--- config.mk ---
export PLATFORM = sky130hd
export DESIGN_NAME = calc_ctrl
export DESIGN_NICKNAME = d
export VERILOG_FILES = /design/src/rtl/calc_ctrl.sv
export SDC_FILE = /design/constraint.sdc
export NUM_CORES = 1
export LEC_CHECK = 0
export CAP_MARGIN = 20
export CELL_PAD_IN_SITES_DETAIL_PLACEMENT = 0
export CELL_PAD_IN_SITES_GLOBAL_PLACEMENT = 1
export CORE_ASPECT_RATIO = 1.25
export CORE_MARGIN = 2
export CORE_UTILIZATION = 33
export CTS_CLUSTER_SIZE = 30
export DETAILED_ROUTE_END_ITERATION = 8
export PLACE_DENSITY_LB_ADDON = 0.1
export SKIP_CTS_REPAIR_TIMING = 1
export SLEW_MARGIN = 0
export SYNTH_ARGS = -nofsm -noshare
export SYNTH_HDL_FRONTEND = slang
export SYNTH_SLANG_ARGS = --single-unit
--- constraint.sdc ---
create_clock -name clk -period 2.9 [get_ports clk]
set_clock_uncertainty 0.2 [all_clocks]
set_input_delay 0.58 -clock clk [delete_from_list [all_inputs] [get_ports clk]]
set_output_delay 0.58 -clock clk [all_outputs]
set_load 0.02 [all_outputs]
--- src/rtl/calc_ctrl.sv ---
// Two-operand add/subtract calculator controller driven by active-low push buttons.
// Optional per-button debounce filter is enabled with the CALC_CTRL_DEBOUNCE_EN macro.
module calc_ctrl #(
  parameter int unsigned DEBOUNCE_CYCLES = 4
) (
  input  logic       clk,
  input  logic       rst,
  input  logic [7:0] in,
  input  logic       plus,
  input  logic       minus,
  input  logic       equal,
  output logic       operation,
  output logic [7:0] op_a,
  output logic [7:0] op_b,
  output logic [8:0] result,
  output logic       result_valid,
  output logic       neg,
  output logic [7:0] seg_in
);

  if (DEBOUNCE_CYCLES == 0) begin : g_cfg_check
    $error("DEBOUNCE_CYCLES must be at least 1");
  end

  typedef enum logic [1:0] {StIdle, StOpndB, StResult} state_e;

  // Button order in all vectors: {equal, minus, plus}.
  logic [2:0] btn;
  logic [2:0] sync1_q, sync2_q;
  logic [2:0] lvl, lvl_prev_q;
  logic [2:0] armed_q;
  logic [2:0] press;
  logic [1:0] settle_q;

  assign btn = {equal, minus, plus};

  // A button only arms once a genuine released sample has passed the synchronizer after
  // reset, so a button held through reset never produces an event.
  always_ff @(posedge clk) begin
    if (rst) begin
      sync1_q    <= '1;
      sync2_q    <= '1;
      lvl_prev_q <= '1;
      armed_q    <= '0;
      settle_q   <= '0;
    end else begin
      sync1_q    <= btn;
      sync2_q    <= sync1_q;
      lvl_prev_q <= lvl;
      settle_q   <= {settle_q[0], 1'b1};
      if (settle_q[1]) begin
        armed_q <= armed_q | sync2_q;
      end
    end
  end

`ifdef CALC_CTRL_DEBOUNCE_EN
  localparam int unsigned CntW = $clog2(DEBOUNCE_CYCLES + 1);

  logic [2:0]      filt_q;
  logic [CntW-1:0] cnt_q [3];

  always_ff @(posedge clk) begin
    if (rst) begin
      filt_q <= '1;
      for (int i = 0; i < 3; i++) begin
        cnt_q[i] <= '0;
      end
    end else begin
      for (int i = 0; i < 3; i++) begin
        if (sync2_q[i] == filt_q[i]) begin
          cnt_q[i] <= '0;
        end else if (cnt_q[i] == CntW'(DEBOUNCE_CYCLES - 1)) begin
          filt_q[i] <= sync2_q[i];
          cnt_q[i]  <= '0;
        end else begin
          cnt_q[i] <= cnt_q[i] + 1'b1;
        end
      end
    end
  end

  assign lvl = filt_q;
`else
  assign lvl = sync2_q;
`endif

  assign press = lvl_prev_q & ~lvl & armed_q;

  logic ev_eq, ev_mi, ev_pl;
  assign ev_eq = press[2];
  assign ev_mi = press[1] & ~press[2];
  assign ev_pl = press[0] & ~press[1] & ~press[2];

  state_e     state_q, state_d;
  logic       operation_q, operation_d;
  logic [7:0] op_a_q, op_a_d;
  logic [7:0] op_b_q, op_b_d;
  logic [8:0] result_q, result_d;
  logic       valid_q, valid_d;
  logic       neg_q, neg_d;
  logic [7:0] alu_a;
  logic [8:0] alu;

  // In RESULT the previous result becomes the left operand of a chained computation.
  assign alu_a = (state_q == StResult) ? result_q[7:0] : op_a_q;
  assign alu   = operation_q ? ({1'b0, alu_a} - {1'b0, in}) : ({1'b0, alu_a} + {1'b0, in});

  always_comb begin
    state_d     = state_q;
    operation_d = operation_q;
    op_a_d      = op_a_q;
    op_b_d      = op_b_q;
    result_d    = result_q;
    valid_d     = 1'b0;
    neg_d       = neg_q;
    case (state_q)
      StIdle: begin
        if (ev_mi || ev_pl) begin
          op_a_d      = in;
          operation_d = ev_mi;
          state_d     = StOpndB;
        end
      end
      StOpndB: begin
        if (ev_eq) begin
          op_b_d   = in;
          result_d = alu;
          valid_d  = 1'b1;
          neg_d    = operation_q & alu[8];
          state_d  = StResult;
        end else if (ev_mi || ev_pl) begin
          operation_d = ev_mi;
        end
      end
      StResult: begin
        if (ev_eq) begin
          op_a_d   = result_q[7:0];
          op_b_d   = in;
          result_d = alu;
          valid_d  = 1'b1;
          neg_d    = operation_q & alu[8];
        end else if (ev_mi || ev_pl) begin
          op_a_d      = result_q[7:0];
          operation_d = ev_mi;
          state_d     = StOpndB;
        end
      end
      default: state_d = StIdle;
    endcase
  end

  always_ff @(posedge clk) begin
    if (rst) begin
      state_q     <= StIdle;
      operation_q <= 1'b0;
      op_a_q      <= '0;
      op_b_q      <= '0;
      result_q    <= '0;
      valid_q     <= 1'b0;
      neg_q       <= 1'b0;
    end else begin
      state_q     <= state_d;
      operation_q <= operation_d;
      op_a_q      <= op_a_d;
      op_b_q      <= op_b_d;
      result_q    <= result_d;
      valid_q     <= valid_d;
      neg_q       <= neg_d;
    end
  end

  assign operation    = operation_q;
  assign op_a         = op_a_q;
  assign op_b         = op_b_q;
  assign result       = result_q;
  assign result_valid = valid_q;
  assign neg          = neg_q;
  assign seg_in       = (state_q == StResult) ? result_q[7:0] : in;

endmodule

==> run_1/final_congestion.png <==
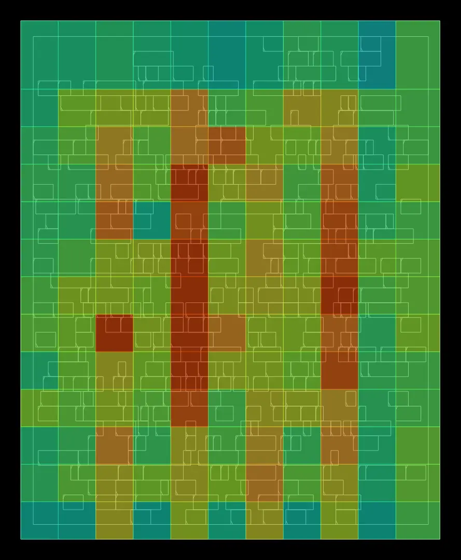
met3 Usage GRT: 0.0294
Global Route met2 Usage: 0.292
global-route layer with the greatest usage: met2
Avg WL per Cell: 13.1 microns
utilization after layout: 0.491

==> run_1/clock_map.png <==
The bar under the picture is 20 microns long.
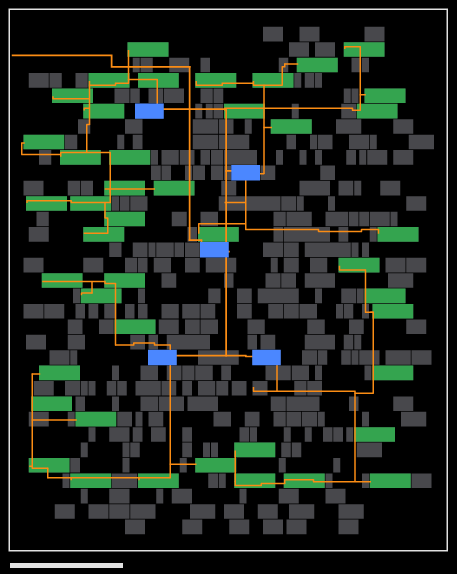
- flip-flops: green (count 44)
- clock wires: orange (length 612 microns)
- cells driving clock nets: blue (count 5)
- routed clock nets: 6
- flops lie: spread over the die

==> run_1/gate_families.png <==
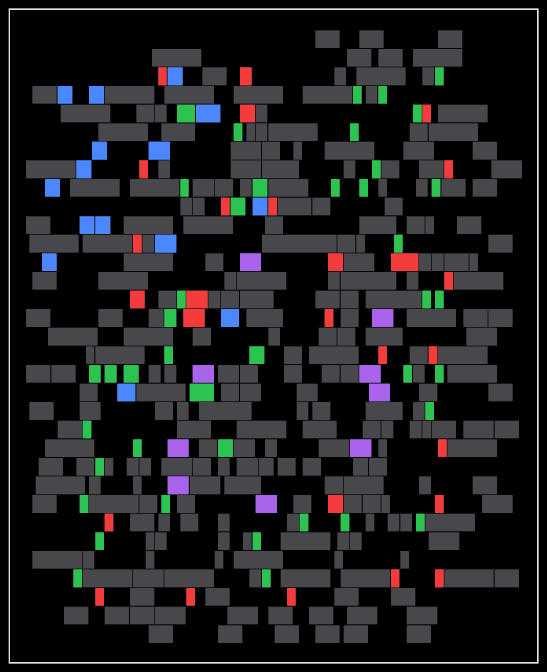
- AND and OR gates: blue (cells 15; most used or2_2)
- XOR/XNOR gates: purple (cells 9; most used xnor2_1; where centre)
- NAND gates: green (cells 41; most used nand2_1; where spread over the die)
- NOR gates: red (cells 27; most used nor2_1)
Post-Layout Cell Count: 424
most frequently placed logic cell in the final layout: sky130_fd_sc_hd__dfxtp_1
fraction of area in multi-input gates: 0.399

==> run_1/registers.png <==
The bar under the picture is 20 microns long. Other sequential cells in the stronger grey, the rest of the logic in the fainter grey.
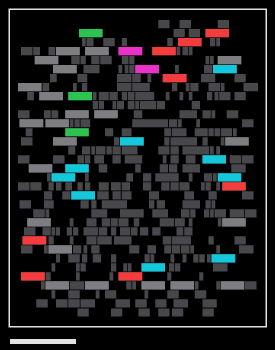
- armed_q: green (flops 3)
- result: cyan (flops 9)
- op_b: red (flops 8; where spread over the die)
- state_q: magenta (flops 2)
- not coloured: 22

==> run summary, run 1 <==
Results of the flow run.

The share of synthesized area in the top cell type comes to 0.400. Per the OpenROAD power report, leakage power amounts to 0.00129 uW. The overall die width stands at 77.1 microns. The setup slack of the critical path after layout stands at 0.0874 ns. The clock network fraction of total power stands at 0.348. The peak supply drop stands at 0.203 mV. At floorplan, the net count of the design was reported as 287.

According to the cell report, the number of logic gates is 185. The worst setup path is captured at a flop. In the post-synthesis netlist, the cell with the most instances is sky130_fd_sc_hd__dfxtp_1. The root buffer cell chosen for the clock tree is sky130_fd_sc_hd__clkbuf_8. In this run the worst setup path terminates at result[8].

Grouping non-sequential cells by family puts the most area in AND-OR/OR-AND gates. The switching portion of total power comes to 0.265. The report lists the cells along the critical path as clkdlybuf4s50_1, buf_4, nor2_4, buf_4, a41oi_2, xnor2_1, ha_2, o21ai_0, nand2b_1, a31oi_4, xnor2_1, a21oi_1. The number of warnings reported in the yosys synthesis log stands at 0. Summing all multi-input logic gate instances after layout gives 1280 sq um. The synthesized-area fraction occupied by xor and xnor cells stands at 0.0358. Prior to clock tree synthesis, the placed netlist has a worst setup slack of -0.300 ns. The largest fanout on the critical path stands at 3. Ranking logic cells in the layout by count gives the top entries sky130_fd_sc_hd__dfxtp_1 (44), sky130_fd_sc_hd__clkdlybuf4s50_1 (38), sky130_fd_sc_hd__buf_4 (33).

The flow ran to the end, and the final reports show no timing, DRC or antenna violations. After synthesis, the share of flip-flops with an asynchronous set or reset is 0. The number of cells in Yosys stat stands at 261. The placement row count stands at 33. STA lists the startpoint of the worst register-to-register path as state_q[0].
run 1: worst max-delay path, delay by kind of cell:
| kind | cells | cell delay (ns) |
|---|---|---|
| AOI/OAI and AO/OA | 4 | 0.67 |
| buffers and inverters | 3 | 0.77 |
| adders and majority gates | 1 | 0.30 |
| and+or+nand+nor | 2 | 0.19 |
| xor gates and xnor gates | 2 | 0.29 |
run 1: per-layer routing:
| layer | global-route usage | share of wire | vias to the layer above |
|---|---|---|---|
| met5 | 0 | 0 | - |
| met4 | 0.0655 | 0.017 | 0 |
| met3 | 0.0294 | 0.044 | 8 |
| met2 | 0.292 | 0.49 | 47 |
| met1 | 0.202 | 0.45 | 925 |
| li1 | - | - | 1043 |
==> run 2: changes to the inputs <==
--- a/config.mk
+++ b/config.mk
@@ -11,9 +11,10 @@
 export CORE_ASPECT_RATIO = 1.25
 export CORE_MARGIN = 2
 export CORE_UTILIZATION = 33
+export CTS_BUF_LIST = sky130_fd_sc_hd__clkbuf_4 sky130_fd_sc_hd__clkbuf_8 sky130_fd_sc_hd__clkbuf_16
 export CTS_CLUSTER_SIZE = 30
 export DETAILED_ROUTE_END_ITERATION = 8
-export PLACE_DENSITY_LB_ADDON = 0.1
+export PLACE_DENSITY = 0.74
 export SKIP_CTS_REPAIR_TIMING = 1
 export SLEW_MARGIN = 0
 export SYNTH_ARGS = -nofsm -noshare
==> run_2/registers.png <==
The bar under the picture is 20 microns long. Other sequential cells in the stronger grey, the rest of the logic in the fainter grey.
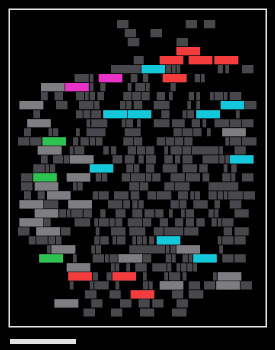
register fraction of the total cell area: 0.274
sequential-cell power consumption: 632 uW
total area of sequential cells: 881 sq um

==> run_2/cell_classes.png <==
The bar under the picture is 20 microns long.
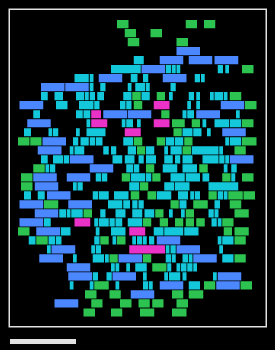
- flip-flops: blue (cells 44; share of their area 28%)
- all other logic: cyan (cells 204; share of their area 43%)
- other buffers and delay cells: green (cells 83; share of their area 25%)
- clock drivers and dummy loads: magenta (cells 8; share of their area 3.9%)
Post-Layout Inst Area: 3210 sq um
standard-cell rows: 33
utilization after layout: 0.492
Core ar.: 6520 sq um

==> run summary, run 2 <==
Results of the flow run.

The static leakage power came to 0.00132 uW (+2.2%). The met3 track utilization from global routing was 0.0350 (+0.00568). The most common logic cell in the final layout is sky130_fd_sc_hd__dfxtp_1.

The peak supply drop stands at 0.289 mV (+42%). The largest stage delay on the critical path stands at 0.48 ns. The routed length per instance stands at 13.7 microns (+4.8%). The overall die width stands at 77.1 microns (unchanged). On the critical path the largest part of the delay comes from AND-OR/OR-AND gates. By instance count after routing, the leading logic cell types are sky130_fd_sc_hd__dfxtp_1 (44), sky130_fd_sc_hd__clkdlybuf4s50_1 (37), sky130_fd_sc_hd__buf_4 (34). The run finished with clean final reports. The worst register-to-register path begins at state_q[0]. Signal routing reaches up to met4.

The met2 track demand over resource in global routing came to 0.319 (+0.0278). The post-detailed-placement cell area stands at 2960 sq um. The share of the synthesized area in the top cell type was 0.400 (unchanged). Traced cell by cell, the critical path runs through clkdlybuf4s50_1, inv_1, ha_4, mux2i_2, ha_1, nor2b_1, o31a_2, o221ai_1, xor2_1, a21oi_1. The count of antenna diodes in the layout stands at 0.

The area of the multi-input gates is 1250 sq um (-2.0%). The final standard cell count with taps included and fillers excluded stands at 426 (+0.47%). The reported max-cap violation count stands at 0. In the synthesized netlist, the dominant kind of combinational cell is AND-OR/OR-AND gates.

The number of multi-input combinational cells was 185 (unchanged). Per the synth stats, the flop cell with the highest instance count is sky130_fd_sc_hd__dfxtp_1. The iteration count recorded for the first detailed-route pass is 4. The met1 routing resource usage after global routing stands at 0.180 (-0.0218).

The worst setup path is launched from an input port. Per the run report, area growth between synthesis and finish was 45.6%. The total detailed-routing wirelength stands at 5850 microns. The floorplan net count stands at 287 (unchanged). Of all cell types, the one taking the most synthesized area is sky130_fd_sc_hd__dfxtp_1. The share of synthesized registers carrying an async set or reset stands at 0 (unchanged). The number of warnings reported in the yosys synthesis log stands at 0 (unchanged). The length of routed met2 wiring stands at 3140 microns (+16%). The wire length the detailed router placed on met1 is 2450 microns (-2.0%). The logic share of the area stands at 0.390 (-0.00857). The number of buffers and inverters on the critical path stands at 2 (-1). The largest fanout on the critical path is 3 (unchanged). The number of cells in Yosys stat stands at 261 (unchanged). The count of cell instances traversed by the critical path came to 10 (-2).

The synthesized-area fraction occupied by xor and xnor cells stands at 0.0358 (unchanged). In the post-synthesis netlist, the cell with the most instances is sky130_fd_sc_hd__dfxtp_1. Looking at the clock tree report, the root buffer type is sky130_fd_sc_hd__clkbuf_8. The worst setup path is captured at a flop.

OpenSTA lists the critical path endpoint as result[7]. The largest buffer count on any clock path stands at 2. The layer flagged by global routing as most heavily used is met2.
-- run 2: cell count changes in the layout (fill, tap and decap cells not counted), sizes merged --
cell	delta
buf	+2
clkbuf	+1
clkdlybuf4s50	-1
clkinvlp	-1
dlymetal6s2s	+1
-- run 2: power by group --
| group | switching (uW) | internal [uW] | leakage, uW |
|---|---|---|---|
| sequential | 11.2 | 621 | 0.000358 |
| combinational | 131 | 129 | 0.000904 |
| clock | 218 | 282 | 0.0000614 |
| total | 360 | 1030 | 0.00132 |
-- run 2: through the flow --
step / util / setup TNS (ns) / setup slack [ns]
after floorplan: - / 0 / 0.0873
after global placement: 0.454 / -1.71 / -0.261
after detailed placement: 0.454 / -1.92 / -0.306
after CTS: 0.473 / -0.540 / -0.133
after global routing: 0.492 / -0.0231 / -0.0231
final: 0.492 / 0 / 0.133
==> run 3: changes to the inputs <==
--- a/config.mk
+++ b/config.mk
@@ -14,6 +14,7 @@
 export CTS_BUF_LIST = sky130_fd_sc_hd__clkbuf_4 sky130_fd_sc_hd__clkbuf_8 sky130_fd_sc_hd__clkbuf_16
 export CTS_CLUSTER_SIZE = 30
 export DETAILED_ROUTE_END_ITERATION = 8
+export HOLD_SLACK_MARGIN = 0.02
 export PLACE_DENSITY = 0.74
 export SKIP_CTS_REPAIR_TIMING = 1
 export SLEW_MARGIN = 0
==> run_3/final_congestion.png <==
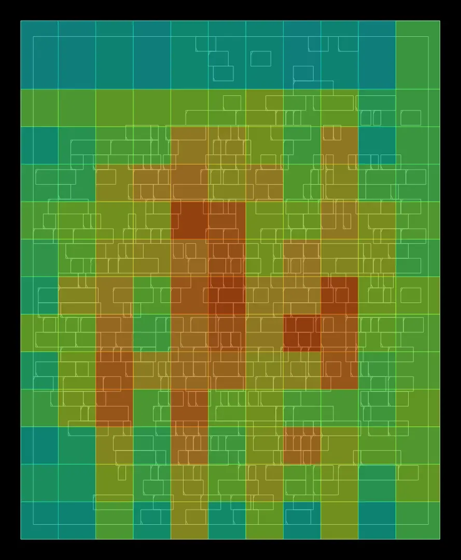
met3 Usage GRT: 0.0350
Global Route met1 Usage: 0.180

==> run_3/cell_classes.png <==
The bar under the picture is 20 microns long.
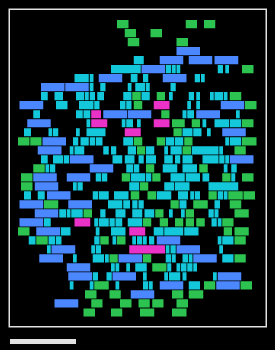

==> run summary, run 3 <==
Results of the flow run.

The sequential standard cell area stands at 881 sq um (unchanged). The design internal power stands at 1030 uW (unchanged). The length of routed met2 wiring stands at 3140 microns (unchanged). Per the cell usage report, the commonest logic cells after layout are sky130_fd_sc_hd__dfxtp_1 (44), sky130_fd_sc_hd__clkdlybuf4s50_1 (37), sky130_fd_sc_hd__buf_4 (34). The number of warnings reported in the yosys synthesis log came to 0 (unchanged).

The fraction of power spent switching nets is 0.259 (unchanged). The static leakage power stands at 0.00132 uW (unchanged). The synthesized design spends more area on one cell type than any other, namely sky130_fd_sc_hd__dfxtp_1.

By instance count after routing, the leading logic cell type is sky130_fd_sc_hd__dfxtp_1. The count of antenna diodes in the layout stands at 0 (unchanged). The number of buffers and inverters on the critical path is 2 (unchanged). The sequential cell fraction of total power is 0.454 (about the same). The utilization after layout came to 0.492 (unchanged). The share of the synthesized area in the top cell type stands at 0.400 (unchanged). The overall die width stands at 77.1 microns (unchanged). The number of cells in Yosys stat was 261 (unchanged). The power in combinational cells stands at 259 uW (about the same). The routed length per instance stands at 13.7 microns (unchanged).

STA classifies the critical path startpoint as an input port. Looking at the clock tree report, the root buffer type is sky130_fd_sc_hd__clkbuf_8. The final non-filler cell area came to 3210 sq um (unchanged). The reported max-cap violation count stands at 0 (unchanged). The peak supply drop stands at 0.289 mV (unchanged).

The floorplan net count stands at 287 (unchanged). The flow ran to the end, and the final reports show no timing, DRC or antenna violations. The timing report attributes the biggest portion of critical-path delay to AND-OR/OR-AND gates. The synthesized-area fraction occupied by xor and xnor cells stands at 0.0358 (unchanged). Global routing put the most usage on met2. Sorting the synthesis cell report by count puts at the top sky130_fd_sc_hd__dfxtp_1.
## run 3: kinds of logic after synthesis
logic type | after synthesis
buf+inv | 32
xor+xnor | 9
fa+ha+maj | 13
mux | 10
flops | 44
compound gates | 70
simple gates | 83
## run 3: cell type report
cell class,instances,area share
sequential,44,0.274
clock inverter,2,0.0121
tap,87,0.0339
clock buffer,6,0.0257
timing repair buffer,83,0.241
multi-input combinational,185,0.390
inverter,19,0.0222
## run 3: worst paths after layout
path	slack, ns	depth (start not counted)	to	from
hold / removal	0.21	1	lvl[0]	sync1_q[0]
setup / recovery	0.13	10	result[7]	in[0]
hold reg to reg	0.21	1	lvl[0]	sync1_q[0]
setup reg to reg	0.26	12	result[6]	state_q[0]
No activity file was given, so power comes from the tool's default toggle rates.
